### Clock distribution

(3 px per um)
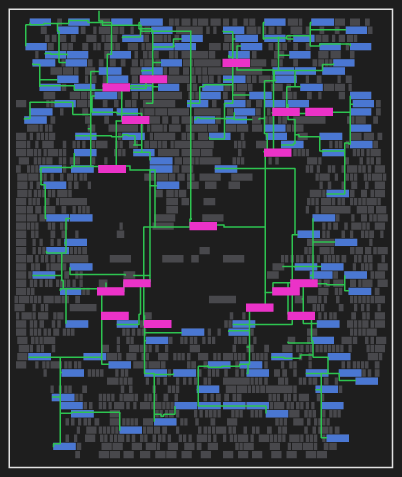
### Routing congestion

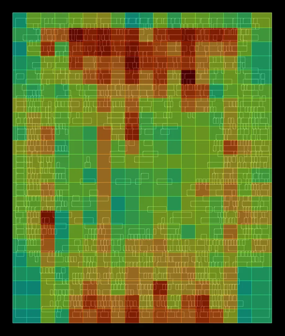
### Wires at chosen ports, followed through buffers

(3 px per um)
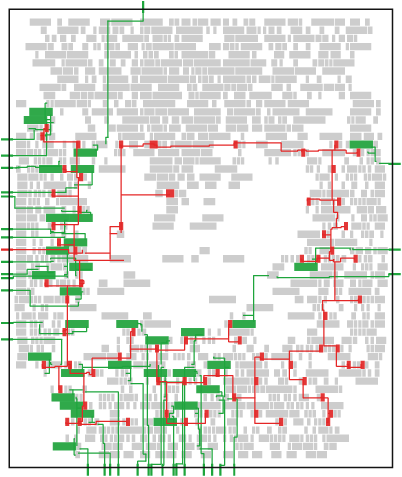
### Gate-type map

(2 px per um)
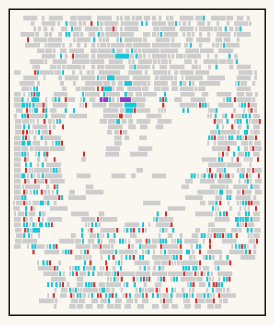
## config.mk

```make
export PLATFORM = sky130hd
export DESIGN_NAME = mem_arbiter_flat
export DESIGN_NICKNAME = d
export VERILOG_FILES = /design/src/rtl/mem_arb_pkg.sv /design/src/rtl/mem_arbiter_if.sv /design/src/rtl/mem_arb_rr.sv /design/src/rtl/mem_arbiter.sv /design/src/flat_wrapper.sv
export SDC_FILE = /design/constraint.sdc
export NUM_CORES = 1
export LEC_CHECK = 0
export ABC_AREA = 1
export CAP_MARGIN = 5
export CORE_ASPECT_RATIO = 1.2
export CORE_UTILIZATION = 30
export CTS_CLUSTER_SIZE = 24
export DETAILED_ROUTE_END_ITERATION = 6
export PLACE_DENSITY = 0.74
export SYNTH_ARGS = -nofsm -noshare
export SYNTH_HDL_FRONTEND = slang
export SYNTH_SLANG_ARGS = --single-unit
```

## constraint.sdc

```tcl
create_clock -name clk -period 1.3 [get_ports clk]
set_clock_uncertainty 0.15 [all_clocks]
set_input_delay 0.26 -clock clk [delete_from_list [all_inputs] [get_ports clk]]
set_output_delay 0.26 -clock clk [all_outputs]
set_load 0.005 [all_outputs]
```

## src/rtl/mem_arb_pkg.sv

```systemverilog
// Shared definitions for the two-requester memory arbiter:
// FSM state encoding and requester index constants.
package mem_arb_pkg;

    typedef enum logic [1:0] {
        IDLE    = 2'd0,
        BUSY    = 2'd1,
        RELEASE = 2'd2
    } state_t;

    localparam logic REQ_M0 = 1'b0;
    localparam logic REQ_M1 = 1'b1;

endpackage

```

## src/rtl/mem_arbiter_if.sv

```systemverilog
// Bundle of both requester ports and the memory port of mem_arbiter.
// slave  = arbiter view, master = view of the surrounding caches/memory.
interface mem_arbiter_if #(
    parameter int ADDR_WIDTH = 32,
    parameter int DATA_WIDTH = 32
);
    logic                  m0_cs, m0_we, m0_ack, m0_stall, m0_err;
    logic [ADDR_WIDTH-1:0] m0_addr;
    logic [DATA_WIDTH-1:0] m0_din, m0_dout;
    logic                  m1_cs, m1_we, m1_ack, m1_stall, m1_err;
    logic [ADDR_WIDTH-1:0] m1_addr;
    logic [DATA_WIDTH-1:0] m1_din, m1_dout;
    logic                  mem_cs, mem_we, mem_ack;
    logic [ADDR_WIDTH-1:0] mem_addr;
    logic [DATA_WIDTH-1:0] mem_din, mem_dout;

    modport slave (
        input  m0_cs, m0_we, m0_addr, m0_din,
        input  m1_cs, m1_we, m1_addr, m1_din,
        input  mem_dout, mem_ack,
        output m0_dout, m0_ack, m0_stall, m0_err,
        output m1_dout, m1_ack, m1_stall, m1_err,
        output mem_cs, mem_we, mem_addr, mem_din
    );

    modport master (
        output m0_cs, m0_we, m0_addr, m0_din,
        output m1_cs, m1_we, m1_addr, m1_din,
        output mem_dout, mem_ack,
        input  m0_dout, m0_ack, m0_stall, m0_err,
        input  m1_dout, m1_ack, m1_stall, m1_err,
        input  mem_cs, mem_we, mem_addr, mem_din
    );
endinterface

```

## src/rtl/mem_arb_rr.sv

```systemverilog
// Combinational two-way round-robin picker: a lone requester wins,
// on contention the requester that was not granted last wins.
module mem_arb_rr
    import mem_arb_pkg::*;
(
    input  logic [1:0] req,
    input  logic       last_grant,
    output logic       grant_valid,
    output logic       grant
);
    assign grant_valid = |req;

    // pick the winner index
    always_comb begin
        grant = REQ_M0;
        if (req == 2'b11)
            grant = ~last_grant;
        else if (req[1])
            grant = REQ_M1;
    end
endmodule

```

## src/rtl/mem_arbiter.sv

```systemverilog
// mem_arbiter: shares one slow word memory between two requesters.
// IDLE picks a winner and latches its request, BUSY holds the memory
// address stable until mem_ack, RELEASE pulses the granted ack.
// Optional feature: define MEM_ARB_TIMEOUT_EN to abort an access after
// TIMEOUT_CYCLES BUSY cycles with the granted err flag set.
module mem_arbiter
    import mem_arb_pkg::*;
#(
    parameter int ADDR_WIDTH     = 32,
    parameter int DATA_WIDTH     = 32,
    parameter int TIMEOUT_CYCLES = 64
) (
    input logic          clk,
    input logic          rst,
    mem_arbiter_if.slave bus
);
    state_t state, state_nxt;
    logic   grant, last_grant;
    logic   rr_valid, rr_grant;
    logic   timeout, done;

    logic [1:0]                 ack_q, err_q;
    logic [1:0][DATA_WIDTH-1:0] dout_q;
    logic                       we_q;
    logic [ADDR_WIDTH-1:0]      addr_q;
    logic [DATA_WIDTH-1:0]      din_q;

    mem_arb_rr u_rr (
        .req         ({bus.m1_cs, bus.m0_cs}),
        .last_grant  (last_grant),
        .grant_valid (rr_valid),
        .grant       (rr_grant)
    );

`ifdef MEM_ARB_TIMEOUT_EN
    localparam int CNT_W = $clog2(TIMEOUT_CYCLES) + 1;
    logic [CNT_W-1:0] to_cnt;

    // count BUSY cycles; IDLE always precedes BUSY so clearing there
    // gives a fresh count on every entry
    always_ff @(posedge clk) begin
        if (!rst)
            to_cnt <= '0;
        else if (state == BUSY)
            to_cnt <= to_cnt + 1'b1;
        else
            to_cnt <= '0;
    end

    assign timeout = (state == BUSY) && !bus.mem_ack &&
                     (to_cnt == CNT_W'(TIMEOUT_CYCLES - 1));
`else
    assign timeout = 1'b0;
`endif

    // access finishes on memory completion or abort
    assign done = (state == BUSY) && (bus.mem_ack || timeout);

    // state register
    always_ff @(posedge clk) begin
        if (!rst)
            state <= IDLE;
        else
            state <= state_nxt;
    end

    // next-state logic
    always_comb begin
        state_nxt = state;
        case (state)
            IDLE:    if (rr_valid) state_nxt = BUSY;
            BUSY:    if (done)     state_nxt = RELEASE;
            RELEASE: state_nxt = IDLE;
            default: state_nxt = IDLE;
        endcase
    end

    // request latch, grant bookkeeping and registered responses;
    // responses live for one cycle so the non-granted side stays 0
    always_ff @(posedge clk) begin
        if (!rst) begin
            grant      <= REQ_M0;
            last_grant <= REQ_M1;
            we_q       <= 1'b0;
            addr_q     <= '0;
            din_q      <= '0;
            ack_q      <= '0;
            err_q      <= '0;
            dout_q     <= '0;
        end else begin
            ack_q  <= '0;
            err_q  <= '0;
            dout_q <= '0;
            if (state == IDLE && rr_valid) begin
                grant  <= rr_grant;
                we_q   <= rr_grant ? bus.m1_we   : bus.m0_we;
                addr_q <= rr_grant ? bus.m1_addr : bus.m0_addr;
                din_q  <= rr_grant ? bus.m1_din  : bus.m0_din;
            end
            if (done) begin
                last_grant    <= grant;
                ack_q[grant]  <= 1'b1;
                err_q[grant]  <= timeout;
                dout_q[grant] <= (timeout || we_q) ? '0 : bus.mem_dout;
            end
        end
    end

    assign bus.mem_cs   = (state == BUSY);
    assign bus.mem_we   = we_q;
    assign bus.mem_addr = addr_q;
    assign bus.mem_din  = din_q;

    assign bus.m0_ack   = ack_q[0];
    assign bus.m1_ack   = ack_q[1];
    assign bus.m0_err   = err_q[0];
    assign bus.m1_err   = err_q[1];
    assign bus.m0_dout  = dout_q[0];
    assign bus.m1_dout  = dout_q[1];
    assign bus.m0_stall = bus.m0_cs & ~bus.m0_ack;
    assign bus.m1_stall = bus.m1_cs & ~bus.m1_ack;
endmodule

```

## src/flat_wrapper.sv

```systemverilog
// flat-port wrapper written by rule: the top's interface ports become plain ports
module mem_arbiter_flat import mem_arb_pkg::*;
#(
    parameter int ADDR_WIDTH     = 32,
    parameter int DATA_WIDTH     = 32,
    parameter int TIMEOUT_CYCLES = 64
)
  (clk, rst, bus_m0_cs, bus_m0_we, bus_m0_addr, bus_m0_din, bus_m1_cs, bus_m1_we, bus_m1_addr, bus_m1_din, bus_mem_dout, bus_mem_ack, bus_m0_dout, bus_m0_ack, bus_m0_stall, bus_m0_err, bus_m1_dout, bus_m1_ack, bus_m1_stall, bus_m1_err, bus_mem_cs, bus_mem_we, bus_mem_addr, bus_mem_din);
  mem_arbiter_if #(.ADDR_WIDTH(ADDR_WIDTH), .DATA_WIDTH(DATA_WIDTH)) bus_i ();
  input logic clk;
  input logic rst;
  input wire logic [$bits(bus_i.m0_cs)-1:0] bus_m0_cs;
  input wire logic [$bits(bus_i.m0_we)-1:0] bus_m0_we;
  input wire logic [$bits(bus_i.m0_addr)-1:0] bus_m0_addr;
  input wire logic [$bits(bus_i.m0_din)-1:0] bus_m0_din;
  input wire logic [$bits(bus_i.m1_cs)-1:0] bus_m1_cs;
  input wire logic [$bits(bus_i.m1_we)-1:0] bus_m1_we;
  input wire logic [$bits(bus_i.m1_addr)-1:0] bus_m1_addr;
  input wire logic [$bits(bus_i.m1_din)-1:0] bus_m1_din;
  input wire logic [$bits(bus_i.mem_dout)-1:0] bus_mem_dout;
  input wire logic [$bits(bus_i.mem_ack)-1:0] bus_mem_ack;
  output wire logic [$bits(bus_i.m0_dout)-1:0] bus_m0_dout;
  output wire logic [$bits(bus_i.m0_ack)-1:0] bus_m0_ack;
  output wire logic [$bits(bus_i.m0_stall)-1:0] bus_m0_stall;
  output wire logic [$bits(bus_i.m0_err)-1:0] bus_m0_err;
  output wire logic [$bits(bus_i.m1_dout)-1:0] bus_m1_dout;
  output wire logic [$bits(bus_i.m1_ack)-1:0] bus_m1_ack;
  output wire logic [$bits(bus_i.m1_stall)-1:0] bus_m1_stall;
  output wire logic [$bits(bus_i.m1_err)-1:0] bus_m1_err;
  output wire logic [$bits(bus_i.mem_cs)-1:0] bus_mem_cs;
  output wire logic [$bits(bus_i.mem_we)-1:0] bus_mem_we;
  output wire logic [$bits(bus_i.mem_addr)-1:0] bus_mem_addr;
  output wire logic [$bits(bus_i.mem_din)-1:0] bus_mem_din;
  assign bus_i.m0_cs = bus_m0_cs;
  assign bus_i.m0_we = bus_m0_we;
  assign bus_i.m0_addr = bus_m0_addr;
  assign bus_i.m0_din = bus_m0_din;
  assign bus_i.m1_cs = bus_m1_cs;
  assign bus_i.m1_we = bus_m1_we;
  assign bus_i.m1_addr = bus_m1_addr;
  assign bus_i.m1_din = bus_m1_din;
  assign bus_i.mem_dout = bus_mem_dout;
  assign bus_i.mem_ack = bus_mem_ack;
  assign bus_m0_dout = bus_i.m0_dout;
  assign bus_m0_ack = bus_i.m0_ack;
  assign bus_m0_stall = bus_i.m0_stall;
  assign bus_m0_err = bus_i.m0_err;
  assign bus_m1_dout = bus_i.m1_dout;
  assign bus_m1_ack = bus_i.m1_ack;
  assign bus_m1_stall = bus_i.m1_stall;
  assign bus_m1_err = bus_i.m1_err;
  assign bus_mem_cs = bus_i.mem_cs;
  assign bus_mem_we = bus_i.mem_we;
  assign bus_mem_addr = bus_i.mem_addr;
  assign bus_mem_din = bus_i.mem_din;
  mem_arbiter #(.ADDR_WIDTH(ADDR_WIDTH), .DATA_WIDTH(DATA_WIDTH), .TIMEOUT_CYCLES(TIMEOUT_CYCLES)) u_core (.clk(clk), .rst(rst), .bus(bus_i));
endmodule
```

==> changes_impl.md <==
### Changed

- Final worst-path setup slack: -0.154 ns
- Cell-internal power: 0.00877 W
- Residual DRC: 0
- Total GRT Usage: 0.192
- Layout cells sized above 1: 0.316
- Final setup viols: 132
- Psw: 0.00344 W
- Status: finished, violations left
- Clock root cell: clkbuf_16
- Max-Cap Viols: 0
- Avg Cell Area, Syn: 6.31 um^2
- Asr flop ratio synth: 0
- Reg power frac: 0.376
- Post-Syn Area: 5650 um^2
- R2R Path End: u_core.bus.m0_dout[14]$_SDFF_PN0_
- Combinational share of power: 0.225
- Violated checks: setup timing
- Hold path cells: 3
- Routed wire per std cell: 13.4 um
- Count of library flops with an enable pin: 0
- Routed Antenna Nets: 0
- Critical Path AT: 1.04 ns
- GPL Wtd Cong: 0.838
- R2R setup slack: -0.11 ns
- Number of antenna violations at the first check in global routing: 1
- Yosys top cell by instances: nand2_1
- Max Clk Rate: 0.688 GHz
- Clock-pin slew on the worst setup and hold paths: 0.06 ns
- DIE WIDTH: 127 um
- Post-Route WL: 20000 um
- Synth-to-layout area growth: 77.8%
- Unique cell types: 15
- Sw Share: 0.282
Back to the opening pictures, 'Clock distribution':
[magenta] cells driving clock nets | count: 17
[green] clock wires | length: 1910 um
[blue] flip-flops | count: 135
flops lie: spread over the die
routed clock nets: 18

Back to the opening pictures, 'Routing congestion':
met3 Use GR: 0.0428
global-route met2 utilization: 0.342
busiest grt layer: met2
met1 usage: 0.214

Back to the opening pictures, 'Wires at chosen ports, followed through buffers':
[red] rst | direction: input | end cells: 68 | wire: 812 um
[green] bus_mem_din | direction: output | end cells: 32 | wire: 1120 um
num ports: 303
Port Buf Inserts: 300

Back to the opening pictures, 'Gate-type map':
[cyan] NAND gates | cells: 302 | where: spread over the die
[purple] inverting AOI/OAI gates | cells: 3
[red] inverters | cells: 139
Top cell excl fill/tap: nand2_1
Final Non-Filler Cells: 1485
combinational share of cell area: 0.253

## through the flow
step	total power, W	cell area [um^2]	util	TNS (ns)	instances
detailed placement	0.00712	9040	0.494	-64.23	1419
global route	0.0128	10000	0.548	-17.86	1484
global placement	0.00709	9040	0.494	-60.08	1419
CTS	0.0120	9370	0.511	-5.29	1466
floorplan	0.00572	5650	-	0	895
finish	0.0122	10000	0.548	-8.33	1485
## repair_timing
item                       CTS  global route
pin swaps                    4            21
setup buffers               11             7
setup endpoints to repair  263           152
gates cloned                 4            16
hold endpoints to repair     1             0
resized                    633           124
## layer usage
layer | wire length, um | up-vias | global-route usage
li1 | - | 3185 | -
met1 | 8170 | 2606 | 0.214
met2 | 10000 | 187 | 0.342
met3 | 1100 | 48 | 0.0428
met4 | 667 | 0 | 0.0935
met5 | 0 | - | 0
## sequential cells by signal, indices dropped and copies added, names as in the netlist
name / cells
u_core.last_grant: 1
u_core.bus.m1_dout: 32
u_core.bus.mem_din: 32
u_core.grant: 1
u_core.bus.mem_addr: 32
u_core.bus.mem_we: 1
u_core.state: 2
u_core.bus.m0_dout: 32
u_core.ack_q: 2
## cell type report
cell class | instances | area, um^2
Sequential cell | 135 | 2800
Multi-Input combinational cell | 574 | 2530
Antenna cell | 1 | 2.50
Fill cell | 1731 | 8270
Clock inverter | 14 | 161
Timing Repair Buffer | 352 | 3270
Tap cell | 252 | 315
Clock buffer | 18 | 429
Inverter | 139 | 524
## logic make-up (layout without fill, tap and decap cells)
logic type      count (synthesis)  count (layout)  share of synthesized area
buf+inv                       186             523                      0.138
other cells                     1               3                   0.000664
compound gates                  4               4                    0.00443
simple gates                  568             568                      0.379
flops                         135             135                      0.479
Power is estimated from default activity; no workload was simulated.
